[config.mk]
export PLATFORM = sky130hd
export DESIGN_NAME = freq_meter_ctrl
export DESIGN_NICKNAME = d
export VERILOG_FILES = /design/src/rtl/freq_meter_ctrl.sv
export SDC_FILE = /design/constraint.sdc
export NUM_CORES = 1
export LEC_CHECK = 0
export CORE_UTILIZATION = 40
export CTS_BUF_LIST = sky130_fd_sc_hd__clkbuf_16
export CTS_CLUSTER_SIZE = 24
export DETAILED_ROUTE_END_ITERATION = 7
export PLACE_DENSITY = 0.69
export SLEW_MARGIN = 10
export SYNTH_ARGS = -nofsm -noshare
export SYNTH_HDL_FRONTEND = slang
export SYNTH_SLANG_ARGS = --single-unit
[constraint.sdc]
create_clock -name gclk -period 4.53 [get_ports gclk]
set_input_delay 0.906 -clock gclk [delete_from_list [all_inputs] [get_ports gclk]]
set_output_delay 0.906 -clock gclk [all_outputs]
set_load 0.005 [all_outputs]
[src/rtl/freq_meter_ctrl.sv]
// Frequency meter sequencer: clears a cascaded BCD counter chain and opens a
// gate of GATE_CYCLES clocks. During the gate it forwards one count enable per
// rising edge of sig_in, then latches the chain value and its overflow status
// into the display registers. Runs one-shot (single) or back-to-back (run).
module freq_meter_ctrl #(
  parameter int DIGITS      = 4,
  parameter int GATE_CYCLES = 50000000
) (
  input  logic                  gclk,
  input  logic                  reset,
  input  logic                  run,
  input  logic                  single,
  input  logic                  sig_in,
  input  logic [4*DIGITS-1:0]   cnt_bcd,
  output logic                  cnt_clr,
  output logic                  cnt_inc,
  output logic [4*DIGITS-1:0]   disp_bcd,
  output logic                  disp_valid,
  output logic                  overflow,
  output logic                  busy
);

  // The counter reaches GATE_CYCLES on the last gate cycle, so it needs room
  // for that value and never wraps.
  localparam int             GW        = $clog2(GATE_CYCLES + 1);
  localparam logic [GW-1:0]  GATE_LAST = GW'(GATE_CYCLES - 1);
  localparam logic [4*DIGITS-1:0] ALL_NINES = {DIGITS{4'h9}};

  typedef enum logic [2:0] {
    IDLE,
    CLEAR,
    GATE,
    SETTLE,
    LATCH
  } state_t;

  state_t        state;
  state_t        state_next;
  logic [GW-1:0] gate_cnt;
  logic          sig_d;
  logic          rise;
  logic          ov_acc;

  assign rise = sig_in & ~sig_d;
  assign busy = (state != IDLE);

  // State register.
  // NOTE: every clocked block uses non-blocking assignments so all registers
  // update from the same pre-edge values, independent of block ordering.
  always_ff @(posedge gclk or negedge reset) begin
    if (!reset) begin
      state <= IDLE;
    end else begin
      state <= state_next;
    end
  end

  // Next-state logic for the measurement sequence.
  // NOTE: state_next gets a default before the case so no path leaves it
  // unassigned, which would otherwise infer a latch.
  always_comb begin
    state_next = state;
    case (state)
      IDLE:    if (run || single) state_next = CLEAR;
      CLEAR:   state_next = GATE;
      GATE:    if (gate_cnt == GATE_LAST) state_next = SETTLE;
      SETTLE:  state_next = LATCH;
      LATCH:   state_next = run ? CLEAR : IDLE;
      default: state_next = IDLE;
    endcase
  end

  // Edge-detect history, chain pulses, gate timing, overflow and display regs.
  // cnt_clr is registered from the next state so it is high exactly during
  // CLEAR. cnt_inc lags its rise by one cycle, which is why SETTLE exists:
  // a rise in the last gate cycle still reaches the chain before LATCH.
  always_ff @(posedge gclk or negedge reset) begin
    if (!reset) begin
      gate_cnt   <= '0;
      sig_d      <= 1'b0;
      ov_acc     <= 1'b0;
      cnt_clr    <= 1'b0;
      cnt_inc    <= 1'b0;
      disp_bcd   <= '0;
      disp_valid <= 1'b0;
      overflow   <= 1'b0;
    end else begin
      sig_d   <= sig_in;
      cnt_clr <= (state_next == CLEAR);
      cnt_inc <= (state == GATE) && rise;
      case (state)
        CLEAR: begin
          ov_acc   <= 1'b0;
          gate_cnt <= '0;
        end
        GATE: begin
          gate_cnt <= gate_cnt + 1'b1;
          // A rise while the chain shows all 9s will wrap it to zero.
          if (rise && (cnt_bcd == ALL_NINES)) ov_acc <= 1'b1;
        end
        LATCH: begin
          disp_bcd   <= cnt_bcd;
          overflow   <= ov_acc;
          disp_valid <= 1'b1;
        end
        default: ;
      endcase
    end
  end

endmodule

### The metal 1 layer, run 1

Scale: 4 px per um. Supply wires on this layer in grey.
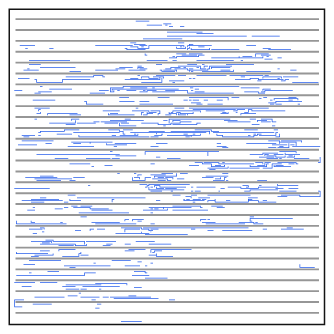
The longest straight run is 29.0 um. The layer carries 2120 um of wire. The wires run mostly horizontal. 221 nets have wire on it. The layer holds 45% of the routed length.
total number of vias: 1731
Routed WL: 4717 um
met1 Use GR: 21.29%

### Met2 routing, run 1

Scale: 4 px per um.
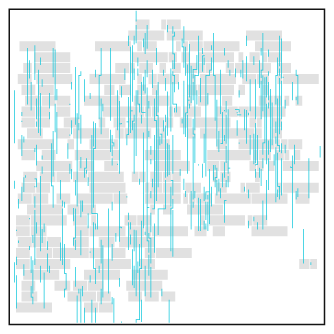
The longest straight run is 38.2 um. The layer holds 46% of the routed length. 231 nets have wire on it. The wires run mostly vertical. The layer carries 2190 um of wire.
grt met2 use: 26.67%

### The metal 3 layer, run 1

Scale: 4 px per um.
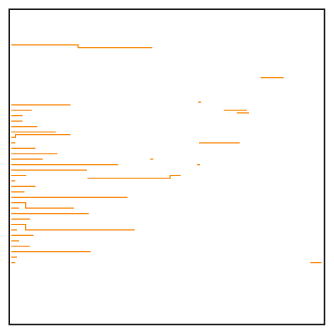
36 nets have wire on it. The layer holds 7.7% of the routed length. The layer carries 362 um of wire. The wires run mostly horizontal. The longest straight run is 28.8 um.
grt met3 use: 6.860%

==> flow_summary.ini, run 1 <==
; implementation run metrics
[power_and_ir_drop]
power_density_nw_per_um2 = 510.1
p_seq_share_pct = 41.7
ir_worst_vdd_mv = 0.3171
intPower_mw = 1.094
p_switching_uw = 422.1

[synthesis]
fa_ha_area_share_pct = 0.5353
ys_cells = 202
logic_family = simple AND/OR/NAND/NOR gates
synth_nets = 224
synth_seq_share_pct = 54.60
netlist-cell-type-count = 35

[outcome]
status = complete, no violations

[setup_path]
r2r_end = gate_cnt[25]
slowest_stage = clkdlybuf4s50_1
cpPeakStageDelay_ps = 470
reg2reg_slack_ps = 2570
r2r_start = state[1]
cp.required_ps = 3620
cp-end-kind = primary output
critPathArrivalTime_ps = 1580

[route]
wl_met1_um = 2123
routed.top_layer = met4
wl_met2_um = 2187

[grt]
grt_max_degree = 52

[sta]
drv_slew = 0
layout_min_cycle_time_ps = 2485

[finish]
signal_buffers = 42
clock_area_share_pct = 5.640
final_layout_size_suffix_gt1_share_pct = 12.70
run 1: through the flow:
stage / worst slack [ps] / hold WS, ps / total power [mW]
6_report: 2045 / 437.0 / 1.517
5_1_grt: 1990 / 432.0 / 1.606
4_1_cts: 2032 / 435.3 / 1.537
3_5_place_dp: 2311 / 412.8 / 1.104
3_3_place_gp: 2367 / 430.6 / 1.100
2_1_floorplan: 2833 / 394.6 / 0.8511
run 1: cells in the final DEF, fill, tap and decap left out, types with 6 or more instances in the layout:
master | synthesis | routed
nor3_1 | 7 | 7
dfrtp_1 | 51 | 51
nand2_1 | 28 | 28
nand4_1 | 6 | 6
and3_1 | 6 | 6
mux2i_1 | 13 | 13
and4_1 | 7 | 7
nand3_1 | 10 | 10
mux2_2 | 17 | 17
clkdlybuf4s50_1 | 0 | 40
run 1: logic make-up (layout without fill, tap and decap cells):
logic type / count (synthesis) / in the layout
AND/OR/NAND/NOR: 86 / 86
flip-flops: 51 / 51
buffers and inverters: 11 / 53
adder cells (fa/ha/maj): 1 / 1
AND-OR/OR-AND: 23 / 23
multiplexers: 30 / 30
run 1: routing by layer:
layer,GRT usage (%),up-vias
met4,5.000,0
met2,26.67,44
met5,0,-
met1,21.29,845
met3,6.860,5
li1,-,837
run 1: power by group through the flow:
stage	Sequential (mW)	Clock (mW)	Combinational (mW)
2_1_floorplan	0.639	0	0.212
3_3_place_gp	0.636	0	0.465
3_5_place_dp	0.640	0	0.464
4_1_cts	0.634	0.436	0.468
5_1_grt	0.648	0.455	0.503
6_report	0.632	0.422	0.462
run 1: worst max-delay path, delay by kind of cell (launching register included):
kind	cells	cell delay, ps
DFF	1	440
buffers and inverters	1	470
and+or+nand+nor	1	390
### Ports around the boundary, run 1

Scale: 4 px per um. Pins as bars across the die edge, other pins in grey.
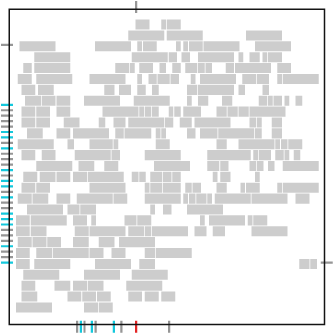

==> run 1 -> run 2 <==
clock period = 2.3 ns   (was 4.53 ns; I/O delays follow)
### Ports around the boundary, run 2

Scale: 4 px per um. Pins as bars across the die edge, other pins in grey.
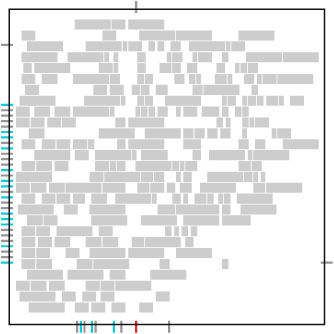
Red marks sig_in, pins 1, direction input, edge bottom. Cyan marks disp_bcd, pins 16, direction output, edge 13 left, 3 bottom.
die span in y: 78.44 um
die x size: 78.44 um
IO buf count: 41

### Placement view, run 2

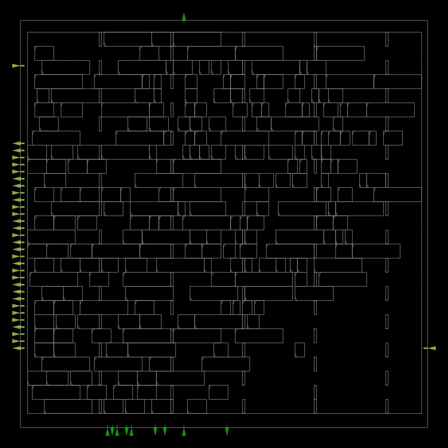
fillers: 518
seq_cells: 51
# Taps: 72

==> flow_summary.ini, run 2 <==
; implementation run metrics
[outcome]
status = complete, no violations

[power_and_ir_drop]
power_density_nw_per_um2 = 1004
ir_worst_vdd_mv = 0.5813

[synthesis]
synth_seq_share_pct = 54.60
synth_nets = 224
ys_cells = 202
ys_ff = 51
netlist-cell-type-count = 35
synth_area_um2 = 2337
syn_inst = 202

[sta]
layout_min_cycle_time_ps = 2053
drv_slew = 0

[grt]
grt_max_degree = 32
grt_overflow = 0
track_usage_pct = 17.56

[finish]
final_layout_size_suffix_gt1_share_pct = 13.82
lay_top_count = dfrtp_1
final_cell_mix = dfrtp_1 (51), clkdlybuf4s50_1 (40), nand2_1 (28)

[setup_path]
critPathArrivalTime_ps = 1590
crit_buf_inv = 1
critPathTopFamily = buffers and inverters
cpPeakStageDelay_ps = 470
cp.required_ps = 1840
cp-end-kind = primary output
### The metal 1 layer, run 2

Scale: 4 px per um. Supply wires on this layer in grey.
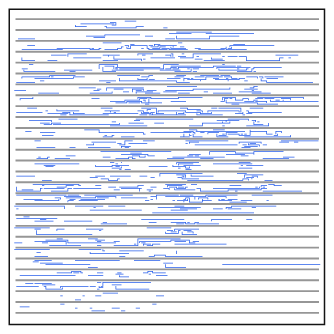
The layer holds 51% of the routed length. The wires run mostly horizontal. The layer carries 2380 um of wire.
total number of vias: 1696
Routed WL: 4701 um
met1 Use GR: 24.29%

run 2: area by class of cell:
class,instances,area share [%]
clock inverter,2,1.250
timing repair buffer,45,14.92
multi-input combinational,140,33.79
inverter,3,0.3750
sequential,51,42.50
clock buffer,5,4.167
tap,72,3.000
run 2: where the power goes:
group / total, mW / switching (mW) / internal, mW
clock: 0.822 / 0.315 / 0.507
sequential: 1.25 / 0.147 / 1.10
combinational: 0.945 / 0.375 / 0.570
total: 3.02 / 0.837 / 2.18
run 2: routing by layer:
layer  up-vias  GRT usage, %  wire length (um)
met1       813         24.29              2381
met4         0         6.111                60
met3         7         5.930               288
li1        837             -                 -
met2        39         25.61              1971
met5         -             0                 0
run 2: kinds of logic after synthesis:
logic type	share of synthesized area [%]
compound gates	6.799
flops	54.60
mux	13.76
buf+inv	1.981
fa+ha+maj	0.5352
simple gates	22.32
run 2: worst paths after layout:
check	from	end	slack [ps]	depth (start not counted)
max in group asynchronous	reset	gate_cnt[4]	1630	2
worst max register to register	state[1]	gate_cnt[22]	500	4
worst max-delay path	state[1]	busy	250	2
worst min register to register	sig_d	cnt_inc	420	1
worst min-delay path	reset	cnt_inc	140	1
min in group gclk	sig_d	cnt_inc	420	1
run 2: through the flow:
step | total power, mW | cell area [um^2] | instances | worst slack (ps) | hold WS, ps
after detailed placement | 2.211 | 2840 | 311 | 514.6 | 419.4
after global placement | 2.197 | 2840 | 311 | 568.6 | 425.8
final | 3.015 | 3003 | 318 | 247.4 | 136.9
after CTS | 3.057 | 3003 | 318 | 235.4 | 149.6
after floorplan | 1.676 | 2337 | 202 | 717.7 | 164.4
after global routing | 3.198 | 3003 | 318 | 175.0 | 175.2
Power figures rest on the tool's default switching activity, not on a simulated workload.
